===== config.mk =====
export PLATFORM = sky130hd
export DESIGN_NAME = uart_core
export DESIGN_NICKNAME = d
export VERILOG_FILES = /design/src/rtl/uart_pkg.sv /design/src/rtl/uart_fifo.sv /design/src/rtl/uart_core.sv
export SDC_FILE = /design/constraint.sdc
export NUM_CORES = 1
export LEC_CHECK = 0
export ABC_AREA = 1
export CAP_MARGIN = 20
export CORE_MARGIN = 3
export CORE_UTILIZATION = 60
export CTS_CLUSTER_DIAMETER = 120
export CTS_CLUSTER_SIZE = 25
export DETAILED_ROUTE_END_ITERATION = 10
export PLACE_DENSITY = 0.88
export SETUP_SLACK_MARGIN = 0.3
export SLEW_MARGIN = 10
export SYNTH_ARGS = -nofsm -noshare
export SYNTH_HDL_FRONTEND = slang
export SYNTH_HIERARCHICAL = 1
export SYNTH_SLANG_ARGS = --single-unit

===== constraint.sdc =====
create_clock -name clk -period 5.3 [get_ports clk]
set_input_delay 1.06 -clock clk [delete_from_list [all_inputs] [get_ports clk]]
set_output_delay 1.06 -clock clk [all_outputs]
set_load 0.01 [all_outputs]

===== src/rtl/uart_pkg.sv =====
// uart_pkg: shared types and constants for the UART core.
//   uart_tx_state_t / uart_rx_state_t : FSM state encodings
//   uart_data_t                       : default-width (8-bit) data word
//   UART_CLKS_PER_BIT_DEFAULT         : 100 MHz / 115200 baud divider
// Optional feature macro: UART_PARITY_EN adds the PARITY state to both FSMs.
package uart_pkg;

    localparam int unsigned UART_CLKS_PER_BIT_DEFAULT = 868;
    localparam int unsigned UART_DATA_W_DEFAULT       = 8;

    typedef logic [UART_DATA_W_DEFAULT-1:0] uart_data_t;

    typedef enum logic [2:0] {
        TX_IDLE,
        TX_START,
        TX_DATA,
`ifdef UART_PARITY_EN
        TX_PARITY,
`endif
        TX_STOP
    } uart_tx_state_t;

    typedef enum logic [2:0] {
        RX_IDLE,
        RX_START,
        RX_DATA,
`ifdef UART_PARITY_EN
        RX_PARITY,
`endif
        RX_STOP,
        RX_WAIT_HIGH
    } uart_rx_state_t;

endpackage


===== src/rtl/uart_fifo.sv =====
// uart_fifo: first-word-fall-through FIFO used for the TX and RX queues.
//   clk, rst  : clock, synchronous active-high reset
//   i_push    : write i_data (accepted when not full, or when a pop frees a slot)
//   i_pop     : consume head (ignored when empty)
//   o_data    : current head word
//   o_full    : DEPTH entries held
//   o_empty   : no entries held
//   o_count   : number of entries held
module uart_fifo #(
    parameter int unsigned WIDTH = 8,
    parameter int unsigned DEPTH = 16
) (
    input  logic                   clk,
    input  logic                   rst,
    input  logic                   i_push,
    input  logic [WIDTH-1:0]       i_data,
    input  logic                   i_pop,
    output logic [WIDTH-1:0]       o_data,
    output logic                   o_full,
    output logic                   o_empty,
    output logic [$clog2(DEPTH):0] o_count
);

    localparam int unsigned AW = $clog2(DEPTH);
    localparam logic [AW:0] PTR_ONE = (AW+1)'(1);

    logic [WIDTH-1:0] r_mem [DEPTH];
    logic [AW:0]      r_wr_ptr;
    logic [AW:0]      r_rd_ptr;
    logic             w_do_push;
    logic             w_do_pop;

    // Extra pointer MSB distinguishes full (MSBs differ) from empty (equal).
    assign o_empty   = (r_wr_ptr == r_rd_ptr);
    assign o_full    = (r_wr_ptr[AW] != r_rd_ptr[AW]) &&
                       (r_wr_ptr[AW-1:0] == r_rd_ptr[AW-1:0]);
    assign o_count   = r_wr_ptr - r_rd_ptr;
    assign o_data    = r_mem[r_rd_ptr[AW-1:0]];
    assign w_do_pop  = i_pop && !o_empty;
    // A pop in the same cycle frees the slot, so a push on full is taken.
    assign w_do_push = i_push && (!o_full || w_do_pop);

    always_ff @(posedge clk) begin
        if (rst) begin
            r_wr_ptr <= '0;
            r_rd_ptr <= '0;
        end else begin
            if (w_do_push) r_wr_ptr <= r_wr_ptr + PTR_ONE;
            if (w_do_pop)  r_rd_ptr <= r_rd_ptr + PTR_ONE;
        end
    end

    always_ff @(posedge clk) begin
        if (w_do_push) r_mem[r_wr_ptr[AW-1:0]] <= i_data;
    end

endmodule


===== src/rtl/uart_core.sv =====
// uart_core: full-duplex UART, TX/RX FIFOs, internal baud counters, mid-bit RX sampling.
//   clk, rst              : clock, synchronous active-high reset
//   tx_data/valid/ready   : CPU push into TX FIFO
//   tx_busy               : TX FIFO non-empty or frame on the wire
//   rx_data/valid/ready   : FWFT head of RX FIFO, popped on valid && ready
//   rx_overrun            : sticky, frame dropped because RX FIFO full
//   frame_err, parity_err : 1-cycle pulses, offending frame discarded
//   uart_rx, uart_tx      : serial pins (uart_rx asynchronous, uart_tx idle high)
// Optional feature macro: UART_PARITY_EN (adds PARITY bit, parameter PARITY_ODD).
module uart_core
    import uart_pkg::*;
#(
    parameter int unsigned DATA_W       = 8,
    parameter int unsigned TX_DEPTH     = 16,
    parameter int unsigned RX_DEPTH     = 16,
    parameter int unsigned CLKS_PER_BIT = UART_CLKS_PER_BIT_DEFAULT,
    parameter int unsigned STOP_BITS    = 1
`ifdef UART_PARITY_EN
    ,
    parameter bit          PARITY_ODD   = 1'b0
`endif
) (
    input  logic              clk,
    input  logic              rst,
    input  logic [DATA_W-1:0] tx_data,
    input  logic              tx_valid,
    output logic              tx_ready,
    output logic              tx_busy,
    output logic [DATA_W-1:0] rx_data,
    output logic              rx_valid,
    input  logic              rx_ready,
    output logic              rx_overrun,
    output logic              frame_err,
    output logic              parity_err,
    input  logic              uart_rx,
    output logic              uart_tx
);

    localparam int unsigned   CW          = $clog2(CLKS_PER_BIT);
    localparam int unsigned   BW          = $clog2(DATA_W);
    localparam logic [CW-1:0] C_BIT_LAST  = CW'(CLKS_PER_BIT - 1);
    localparam logic [CW-1:0] C_HALF_LAST = CW'(CLKS_PER_BIT / 2 - 1);
    localparam logic [BW-1:0] C_DATA_LAST = BW'(DATA_W - 1);
    localparam logic [BW-1:0] C_STOP_LAST = BW'(STOP_BITS - 1);

    // ---------------- TX ----------------
    logic [DATA_W-1:0]       w_txf_data;
    logic                    w_txf_full, w_txf_empty, w_tx_push, w_tx_pop, w_tx_tick, w_tx_load;
    logic [$clog2(TX_DEPTH):0] w_txf_count;
    uart_tx_state_t          r_tx_state, w_tx_state_n;
    logic [CW-1:0]           r_tx_cnt, w_tx_cnt_n;
    logic [BW-1:0]           r_tx_idx, w_tx_idx_n;
    logic [DATA_W-1:0]       r_tx_shift, w_tx_shift_n;
    logic                    r_tx_out, w_tx_out_n;
`ifdef UART_PARITY_EN
    logic                    r_tx_par, w_tx_par_n;
`endif

    assign tx_ready  = !w_txf_full;
    assign w_tx_push = tx_valid && !w_txf_full;
    assign tx_busy   = (w_txf_count != '0) || (r_tx_state != TX_IDLE);
    assign uart_tx   = r_tx_out;
    assign w_tx_tick = (r_tx_cnt == C_BIT_LAST);

    uart_fifo #(.WIDTH(DATA_W), .DEPTH(TX_DEPTH)) u_tx_fifo (
        .clk     (clk),
        .rst     (rst),
        .i_push  (w_tx_push),
        .i_data  (tx_data),
        .i_pop   (w_tx_pop),
        .o_data  (w_txf_data),
        .o_full  (w_txf_full),
        .o_empty (w_txf_empty),
        .o_count (w_txf_count)
    );

    always_comb begin
        w_tx_state_n = r_tx_state;
        w_tx_idx_n   = r_tx_idx;
        w_tx_shift_n = r_tx_shift;
        w_tx_out_n   = r_tx_out;
        w_tx_load    = 1'b0;
        w_tx_pop     = 1'b0;
`ifdef UART_PARITY_EN
        w_tx_par_n   = r_tx_par;
`endif
        unique case (r_tx_state)
            TX_IDLE: begin
                w_tx_out_n = 1'b1;
                w_tx_load  = !w_txf_empty;
            end
            TX_START: if (w_tx_tick) begin
                w_tx_state_n = TX_DATA;
                w_tx_idx_n   = '0;
                w_tx_out_n   = r_tx_shift[0];
            end
            TX_DATA: if (w_tx_tick) begin
                if (r_tx_idx == C_DATA_LAST) begin
`ifdef UART_PARITY_EN
                    w_tx_state_n = TX_PARITY;
                    w_tx_out_n   = r_tx_par;
`else
                    w_tx_state_n = TX_STOP;
                    w_tx_out_n   = 1'b1;
                    w_tx_idx_n   = '0;
`endif
                end else begin
                    w_tx_idx_n   = r_tx_idx + BW'(1);
                    w_tx_shift_n = r_tx_shift >> 1;
                    w_tx_out_n   = r_tx_shift[1];
                end
            end
`ifdef UART_PARITY_EN
            TX_PARITY: if (w_tx_tick) begin
                w_tx_state_n = TX_STOP;
                w_tx_out_n   = 1'b1;
                w_tx_idx_n   = '0;
            end
`endif
            TX_STOP: if (w_tx_tick) begin
                if (r_tx_idx == C_STOP_LAST) begin
                    // Chain straight into the next start bit: no idle gap.
                    w_tx_state_n = TX_IDLE;
                    w_tx_out_n   = 1'b1;
                    w_tx_load    = !w_txf_empty;
                end else begin
                    w_tx_idx_n = r_tx_idx + BW'(1);
                end
            end
            default: w_tx_state_n = TX_IDLE;
        endcase
        if (w_tx_load) begin
            w_tx_pop     = 1'b1;
            w_tx_state_n = TX_START;
            w_tx_shift_n = w_txf_data;
            w_tx_out_n   = 1'b0;
`ifdef UART_PARITY_EN
            w_tx_par_n   = (^w_txf_data) ^ PARITY_ODD;
`endif
        end
        w_tx_cnt_n = (r_tx_state == TX_IDLE || w_tx_tick) ? '0 : r_tx_cnt + CW'(1);
    end

    always_ff @(posedge clk) begin
        if (rst) begin
            r_tx_state <= TX_IDLE;
            r_tx_cnt   <= '0;
            r_tx_idx   <= '0;
            r_tx_shift <= '0;
            r_tx_out   <= 1'b1;
`ifdef UART_PARITY_EN
            r_tx_par   <= 1'b0;
`endif
        end else begin
            r_tx_state <= w_tx_state_n;
            r_tx_cnt   <= w_tx_cnt_n;
            r_tx_idx   <= w_tx_idx_n;
            r_tx_shift <= w_tx_shift_n;
            r_tx_out   <= w_tx_out_n;
`ifdef UART_PARITY_EN
            r_tx_par   <= w_tx_par_n;
`endif
        end
    end

    // ---------------- RX ----------------
    logic                    r_rx_meta, r_rx_sync;
    logic                    w_rxf_full, w_rxf_empty, w_rx_push, w_rx_pop, w_rx_tick;
    logic [$clog2(RX_DEPTH):0] w_rxf_count;
    uart_rx_state_t          r_rx_state, w_rx_state_n;
    logic [CW-1:0]           r_rx_cnt, w_rx_cnt_n;
    logic [BW-1:0]           r_rx_idx, w_rx_idx_n;
    logic [DATA_W-1:0]       r_rx_shift, w_rx_shift_n;
    logic                    r_frame_err, w_frame_err_n;
    logic                    r_rx_overrun;
`ifdef UART_PARITY_EN
    logic                    r_rx_par_bad, w_rx_par_bad_n;
    logic                    r_parity_err, w_parity_err_n;
    assign parity_err = r_parity_err;
`else
    assign parity_err = 1'b0;
`endif

    assign w_rx_pop   = rx_ready && !w_rxf_empty;
    assign rx_valid   = (w_rxf_count != '0);
    assign rx_overrun = r_rx_overrun;
    assign frame_err  = r_frame_err;
    assign w_rx_tick  = (r_rx_cnt == C_BIT_LAST);

    uart_fifo #(.WIDTH(DATA_W), .DEPTH(RX_DEPTH)) u_rx_fifo (
        .clk     (clk),
        .rst     (rst),
        .i_push  (w_rx_push),
        .i_data  (r_rx_shift),
        .i_pop   (w_rx_pop),
        .o_data  (rx_data),
        .o_full  (w_rxf_full),
        .o_empty (w_rxf_empty),
        .o_count (w_rxf_count)
    );

    always_comb begin
        w_rx_state_n  = r_rx_state;
        w_rx_idx_n    = r_rx_idx;
        w_rx_shift_n  = r_rx_shift;
        w_rx_push     = 1'b0;
        w_frame_err_n = 1'b0;
`ifdef UART_PARITY_EN
        w_rx_par_bad_n = r_rx_par_bad;
        w_parity_err_n = 1'b0;
`endif
        unique case (r_rx_state)
            RX_IDLE: if (!r_rx_sync) w_rx_state_n = RX_START;
            // Half-bit re-check: a line already back high was a glitch.
            RX_START: if (r_rx_cnt == C_HALF_LAST) begin
                w_rx_state_n = r_rx_sync ? RX_IDLE : RX_DATA;
                w_rx_idx_n   = '0;
            end
            RX_DATA: if (w_rx_tick) begin
                w_rx_shift_n = {r_rx_sync, r_rx_shift[DATA_W-1:1]};
                if (r_rx_idx == C_DATA_LAST) begin
`ifdef UART_PARITY_EN
                    w_rx_state_n = RX_PARITY;
`else
                    w_rx_state_n = RX_STOP;
`endif
                end else begin
                    w_rx_idx_n = r_rx_idx + BW'(1);
                end
            end
`ifdef UART_PARITY_EN
            RX_PARITY: if (w_rx_tick) begin
                w_rx_par_bad_n = r_rx_sync ^ (^r_rx_shift) ^ PARITY_ODD;
                w_rx_state_n   = RX_STOP;
            end
`endif
            RX_STOP: if (w_rx_tick) begin
                if (!r_rx_sync) begin
                    w_frame_err_n = 1'b1;
                    w_rx_state_n  = RX_WAIT_HIGH;
                end else begin
`ifdef UART_PARITY_EN
                    w_parity_err_n = r_rx_par_bad;
                    w_rx_push      = !r_rx_par_bad;
`else
                    w_rx_push      = 1'b1;
`endif
                    w_rx_state_n   = RX_IDLE;
                end
            end
            RX_WAIT_HIGH: if (r_rx_sync) w_rx_state_n = RX_IDLE;
            default: w_rx_state_n = RX_IDLE;
        endcase
        // Divider restarts on every state change so samples stay bit-centred.
        if (r_rx_state == RX_IDLE || r_rx_state == RX_WAIT_HIGH ||
            w_rx_state_n != r_rx_state || w_rx_tick)
            w_rx_cnt_n = '0;
        else
            w_rx_cnt_n = r_rx_cnt + CW'(1);
    end

    always_ff @(posedge clk) begin
        if (rst) begin
            r_rx_meta    <= 1'b1;
            r_rx_sync    <= 1'b1;
            r_rx_state   <= RX_IDLE;
            r_rx_cnt     <= '0;
            r_rx_idx     <= '0;
            r_rx_shift   <= '0;
            r_frame_err  <= 1'b0;
            r_rx_overrun <= 1'b0;
`ifdef UART_PARITY_EN
            r_rx_par_bad <= 1'b0;
            r_parity_err <= 1'b0;
`endif
        end else begin
            r_rx_meta    <= uart_rx;
            r_rx_sync    <= r_rx_meta;
            r_rx_state   <= w_rx_state_n;
            r_rx_cnt     <= w_rx_cnt_n;
            r_rx_idx     <= w_rx_idx_n;
            r_rx_shift   <= w_rx_shift_n;
            r_frame_err  <= w_frame_err_n;
            r_rx_overrun <= r_rx_overrun | (w_rx_push && w_rxf_full && !w_rx_pop);
`ifdef UART_PARITY_EN
            r_rx_par_bad <= w_rx_par_bad_n;
            r_parity_err <= w_parity_err_n;
`endif
        end
    end

endmodule

### Signal wires on met1, run 1

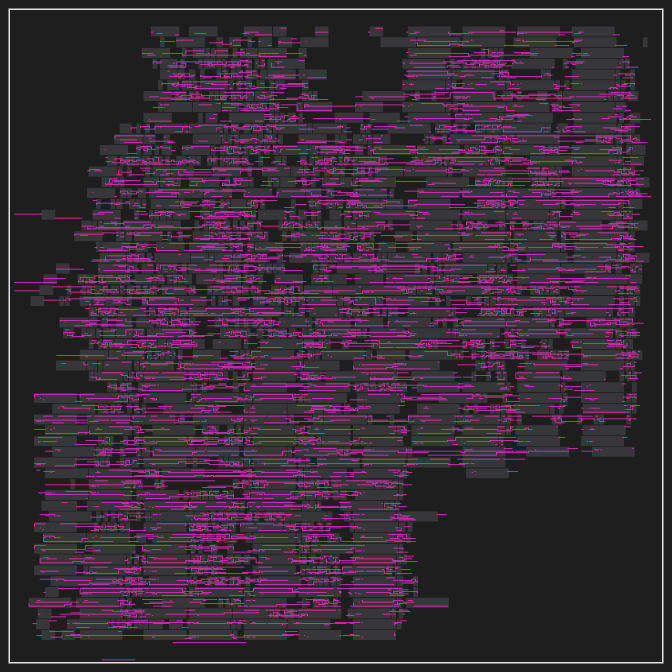
The wires run mostly horizontal. The longest straight run is 33.1 um. The layer carries 12,600 um of wire. The layer holds 40% of the routed length.
met1 usage: 29.5%
via count: 10.7k
final WL: 31,800 um

### The metal 2 layer, run 1

Bar = 50 um.
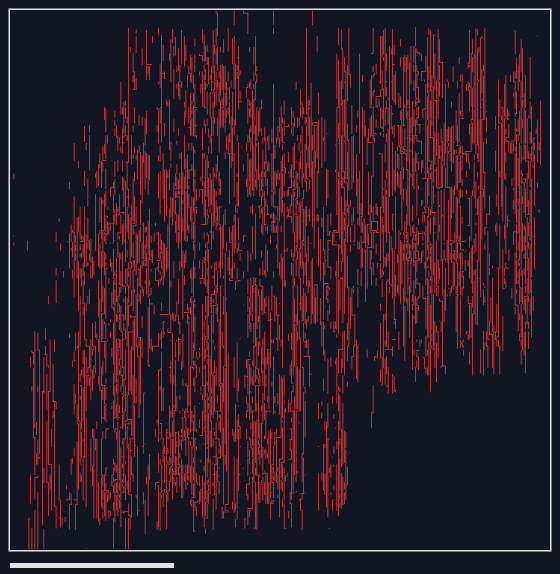
The wires run mostly vertical. The layer carries 15,700 um of wire. The longest straight run is 78.9 um. The layer holds 49% of the routed length. 1,243 nets have wire on it.
grt met2 use: 41.4%

==> results.toml, run 1 <==
# synthesis and place-and-route metrics
[status]
status = "complete, no violations"

[final_timing]
tightest_slew_ps = 898
hold_viol_final = 0
rsz0062_at_grt = "no"
timing.hold.ws_ps = 420
fin_crit_ps = 3910
final_max_slew_viol_count = 0
setup_viol = 0
fmax_mhz = 256
max_slew_margin_pct = 40.0
tns_ps = 0

[placed_design]
portBuffers = 26
dp_hpwl_um = 20500
place_area_mm2 = 0.0154
gp_congestion = 0.906

[power_and_ir_drop]
cellPowerDensity_mw_per_mm2 = 344
p_clk_uw = 1390
clockPowerShare_pct = 25.4
peakVddDrop_uv = 367
pwr-share-comb_pct = 20.8
top_power_group = "registers"

[synth]
ys_warn_count = 6
ys_seq_share_pct = 61.6
top_cell = "nand2_1"
netlist_instances = 1542
edf_count = 256
aoi_share_pct = 4.76
postSynthNetCount = 1589
syn_area_mm2 = 0.0151
ys_cells = 1542
ys.flop_type = "edfxtp_1"
syn_area_per_cell_um2 = 9.78
adder_share_pct = 2.92
synthTopCellsByCount = "nand2_1, edfxtp_1, nor2_1, nand3_1, inv_1"

[layout]
final_area_mm2 = 0.0159
drive_gt1_share_pct = 5.06
mostFrequentLayoutCell = "nand2_1"
mostFrequentLayoutCells = "nand2_1, edfxtp_1, nor2_1"
logic_area_mm2 = 0.00485
ff_count = 336
final.fill_count = 1791
n_antenna_cell = 0
layout.cells.non_filler = 1867
buf_share_pct = 1.78
utilization_pct = 64.9
nClkBuffers = 28

[setup_path]
crit_path_frequent_cell = "nand3_1"
critPathRequiredTime_ps = 4240
path_buffers = 2
worstSetupPathType = "register to primary output"
reg2reg_depth = 16
r2r-end = "u_tx_fifo/r_mem[8][2]$_DFFE_PP_"
critPathCaptureType = "primary output"
start_kind = "register"
path_cells = "inv_2, nor2_1, o21ai_0, nand3_1, nand3_1, nand2_1, clkdlybuf4s50_1"
r2r-start = "u_tx_fifo/r_wr_ptr[0]$_SDFFE_PP0P_"
critPathTopFamily = "buffers and inverters"

[flow_run]
max_cap_viol_count = 0

[detailed_routing]
wire_per_inst_um = 17.1
vias_per_cell = 5.71
met3_wirelength_um = 2360

[floorplanning]
tap_cells = 324
ios = 28
die_h_um = 165
rows = 57
initial_core_util_pct = 61.5

[grt]
grt.busiest_layer = "met2"
grt_max_degree = 78

[worst_hold_path]
whs_endpoint = "r_rx_sync$_SDFF_PP1_"
holdPathStages = 1
hold_class = "register to register"

[cts]
root_buffer = "clkbuf_16"
htreeDepth = 1
postCtsHoldBufs = 0
post_cts_resized = 0
### M3 wires, run 1

Bar = 50 um.
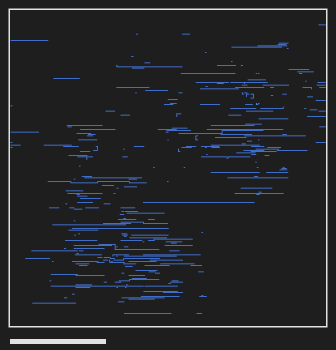
174 nets have wire on it. The wires run mostly horizontal. The layer holds 7.4% of the routed length.
grt met3 use: 3.16%

## Run 2: what changed since run 1
clock period = 4 ns   (was 5.3 ns; I/O delays follow)
==> run 2 against run 1 <==
  * First-iteration DRC count up 15%
  * Total power increased by 32%
  * Sequential power increased by 32%
  * Worst setup slack lost 970 ps
  * Critical endpoint is now u_tx_fifo/r_mem[3][1]$_DFFE_PP_
  * Die size is the same
  * Area after synthesis is the same
  * Critical path type is now register to register
==> results.toml, run 2 <==
# synthesis and place-and-route metrics
[status]
status = "complete, no violations"

[floorplanning]
tap_cells = 324
die_h_um = 165
rows = 57

[setup_path]
path_buffers = 5
start_kind = "register"
critPathTopFamily = "simple AND/OR/NAND/NOR gates"
reg2reg_depth = 16
worstSetupPathType = "register to register"

[layout]
buf_share_pct = 1.88
logic_area_mm2 = 0.00488
mostFrequentLayoutCells = "nand2_1, edfxtp_1, nor2_1"
drive_gt1_share_pct = 6.08
final_area_mm2 = 0.0160
mostFrequentLayoutCell = "nand2_1"

[power_and_ir_drop]
clockPowerShare_pct = 25.3
p_clk_uw = 1830
cellPowerDensity_mw_per_mm2 = 454
top_power_group = "registers"
pwr-share-comb_pct = 20.9

[final_timing]
rsz0062_at_grt = "yes"
timing.hold.ws_ps = 439
fin_crit_ps = 3580
max_slew_margin_pct = 39.5
hold_viol_final = 0
tns_ps = 0
setup_viol = 0
tightest_slew_ps = 906

[worst_hold_path]
holdPathStages = 1
whs_endpoint = "r_rx_sync$_SDFF_PP1_"
hold_class = "register to register"

[synth]
syn_area_per_cell_um2 = 9.78
ys.flop_type = "edfxtp_1"
netlist_instances = 1542
ys_cells = 1542
top_cell = "nand2_1"
synthTopCellsByCount = "nand2_1, edfxtp_1, nor2_1, nand3_1, inv_1"
syn_area_mm2 = 0.0151
adder_share_pct = 2.92

[detailed_routing]
vias_per_cell = 5.63
wire_per_inst_um = 16.8
routed_wl_um = 31300

[cts]
post_cts_resized = 0
htreeDepth = 1
postCtsHoldBufs = 0

[flow_run]
max_cap_viol_count = 0

[placed_design]
dp_hpwl_um = 20100
portBuffers = 26

[grt]
grtUsageMet1_pct = 30.1
grt_use_met3_pct = 2.66
grtUsageMet2_pct = 40.3
### Clock wiring as the flow saved it, run 2

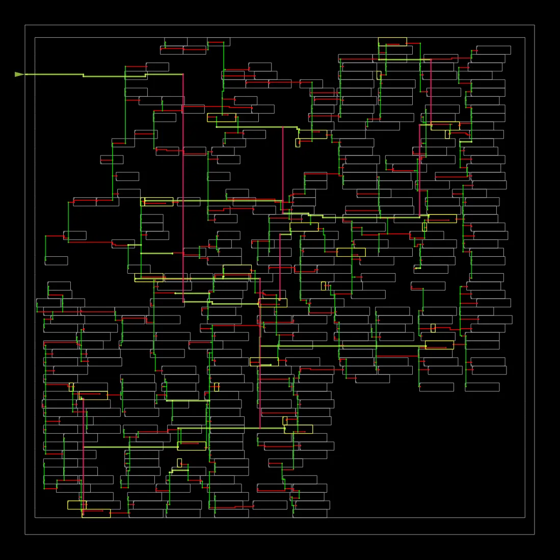
seq_cells: 336
clkbuf count: 28
Worst-Skew Late Latency: 500 ps

### The metal 2 layer, run 2

Bar = 50 um.
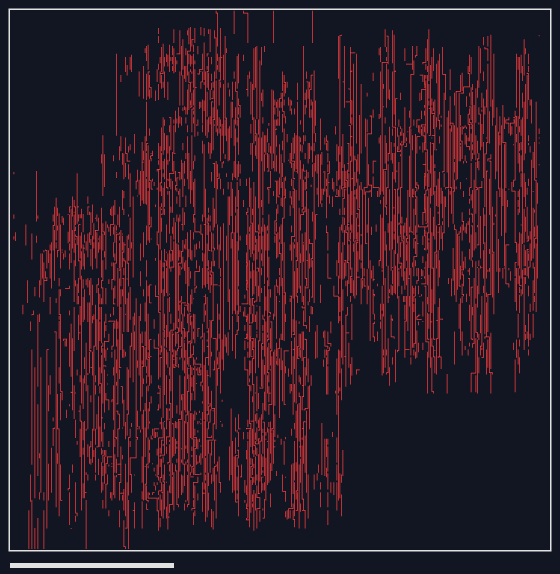

## Run 3: what changed since run 2
CORE_UTILIZATION = 39   (was 60)
PLACE_DENSITY = 0.65   (was 0.88)
SLEW_MARGIN = 20   (was 10)
### The metal 2 layer, run 3

Bar = 50 um.
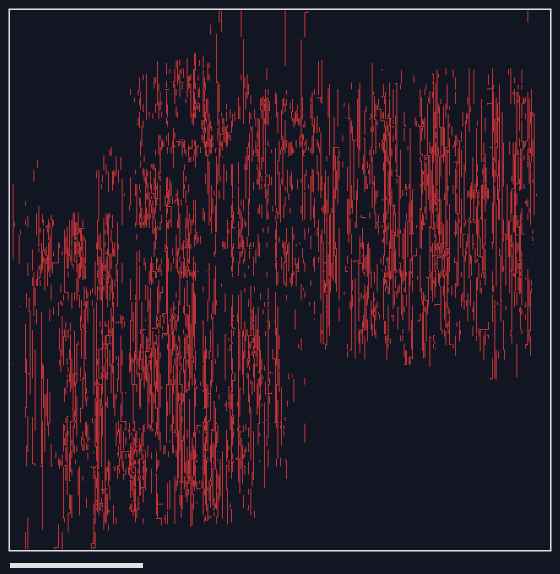
The layer holds 47% of the routed length. 1,204 nets have wire on it. The wires run mostly vertical.
grt met2 use: 25.5%
final WL: 32,500 um
via count: 10.3k

==> run 3 against run 2 <==
  * First-iteration DRC count is 21% lower
  * Combinational power is essentially flat
  * Count of clock-buffer cells in the layout decreased by 2
  * Highest routed layer unchanged
==> results.toml, run 3 <==
# synthesis and place-and-route metrics
[detailed_routing]
drt_iter0_drc = 897
wl_met2_um = 15400
first_pass_iters = 5
vias_per_cell = 5.03
drc = 0
wire_per_inst_um = 15.8

[final_timing]
rsz0062_at_grt = "yes"
fin_ws_ps = 479
max_slew_margin_pct = 40.9
hold_viol_final = 0
final_max_slew_viol_count = 0
fin_crit_ps = 3520
tightest_slew_ps = 884
setup_viol = 0
tns_ps = 0
timing.hold.ws_ps = 418

[power_and_ir_drop]
internal-power_uw = 5110
power.switching_uw = 2140
swShare_pct = 29.6
top_power_group = "registers"
clockPowerShare_pct = 25.8
cellPowerDensity_mw_per_mm2 = 447
p_leak_uw = 0.00623
pwr-share-comb_pct = 20.4
p_clk_uw = 1870
power_uw = 7250

[layout]
synthToLayoutAreaGrowth_pct = 7.62
logic_area_mm2 = 0.00487
utilization_pct = 42.9
comb_area_share_pct = 30.0
drive_gt1_share_pct = 6.14
mostFrequentLayoutCells = "nand2_1, edfxtp_1, nor2_1"
n_antenna_cell = 0
regArea_mm2 = 0.00929
final_area_mm2 = 0.0162
ff_count = 336
mostFrequentLayoutCell = "nand2_1"
sh_seq_area_pct = 57.3
nClkBuffers = 26
buf_share_pct = 1.95

[cts]
post_cts_resized = 2
htreeDepth = 1
clock_latency_ps = 520
clock-sinks = 336
postCtsHoldBufs = 0
root_buffer = "clkbuf_16"

[synth]
syn_area_mm2 = 0.0151
ys_area_mm2 = 0.0151
ys_warn_count = 6
ys.flop_type = "edfxtp_1"
synthTopCellsByCount = "nand2_1, edfxtp_1, nor2_1, nand3_1, inv_1"
adder_share_pct = 2.92
yosys.area_share.simple_pct = 23.2
syn_area_per_cell_um2 = 9.78
ys_sh_mux_pct = 0
top_logic_kind = "simple AND/OR/NAND/NOR gates"
synthArstFlopShare_pct = 0
top_cell = "nand2_1"
ys_cells = 1542
synth_top_cell_by_area = "edfxtp_1"
netlist_instances = 1542

[grt]
grt_pass1_wl_um = 51400
grt_use_met3_pct = 1.97
grtUsageMet1_pct = 21.6
antenna_found_initial = 0
grt.busiest_layer = "met2"

[setup_path]
path_cells = "inv_1, ha_1, nand2_2, nor2_4, nand2_2, inv_1, or2_2, a21oi_2, nand2_4, inv_2, inv_1, nand3_4, nand2_4, inv_4, nand2_2, nor2_1"
critPathRequiredTime_ps = 4160
crit_arrival_ps = 3680
start_kind = "register"
crit_path_top_delay_cell = "nor2_1"
path_buffers = 5
critPathTopFamily = "simple AND/OR/NAND/NOR gates"
worstSetupPathType = "register to register"
reg2reg_depth = 16
slowest_delay_ps = 530

[placed_design]
gp_congestion = 0.854
dp_cells = 2029
portBuffers = 26
dp_hpwl_um = 21000

[worst_hold_path]
whs_endpoint = "r_rx_sync$_SDFF_PP1_"
holdPathStages = 1
hold_class = "register to register"

[floorplanning]
die_h_um = 203
tap_cells = 511
ios = 28
rows = 71
fp.coreArea_mm2 = 0.0378

[status]
status = "complete, no violations"

[flow_run]
max_cap_viol_count = 0
Power figures rest on the tool's default switching activity, not on a simulated workload.
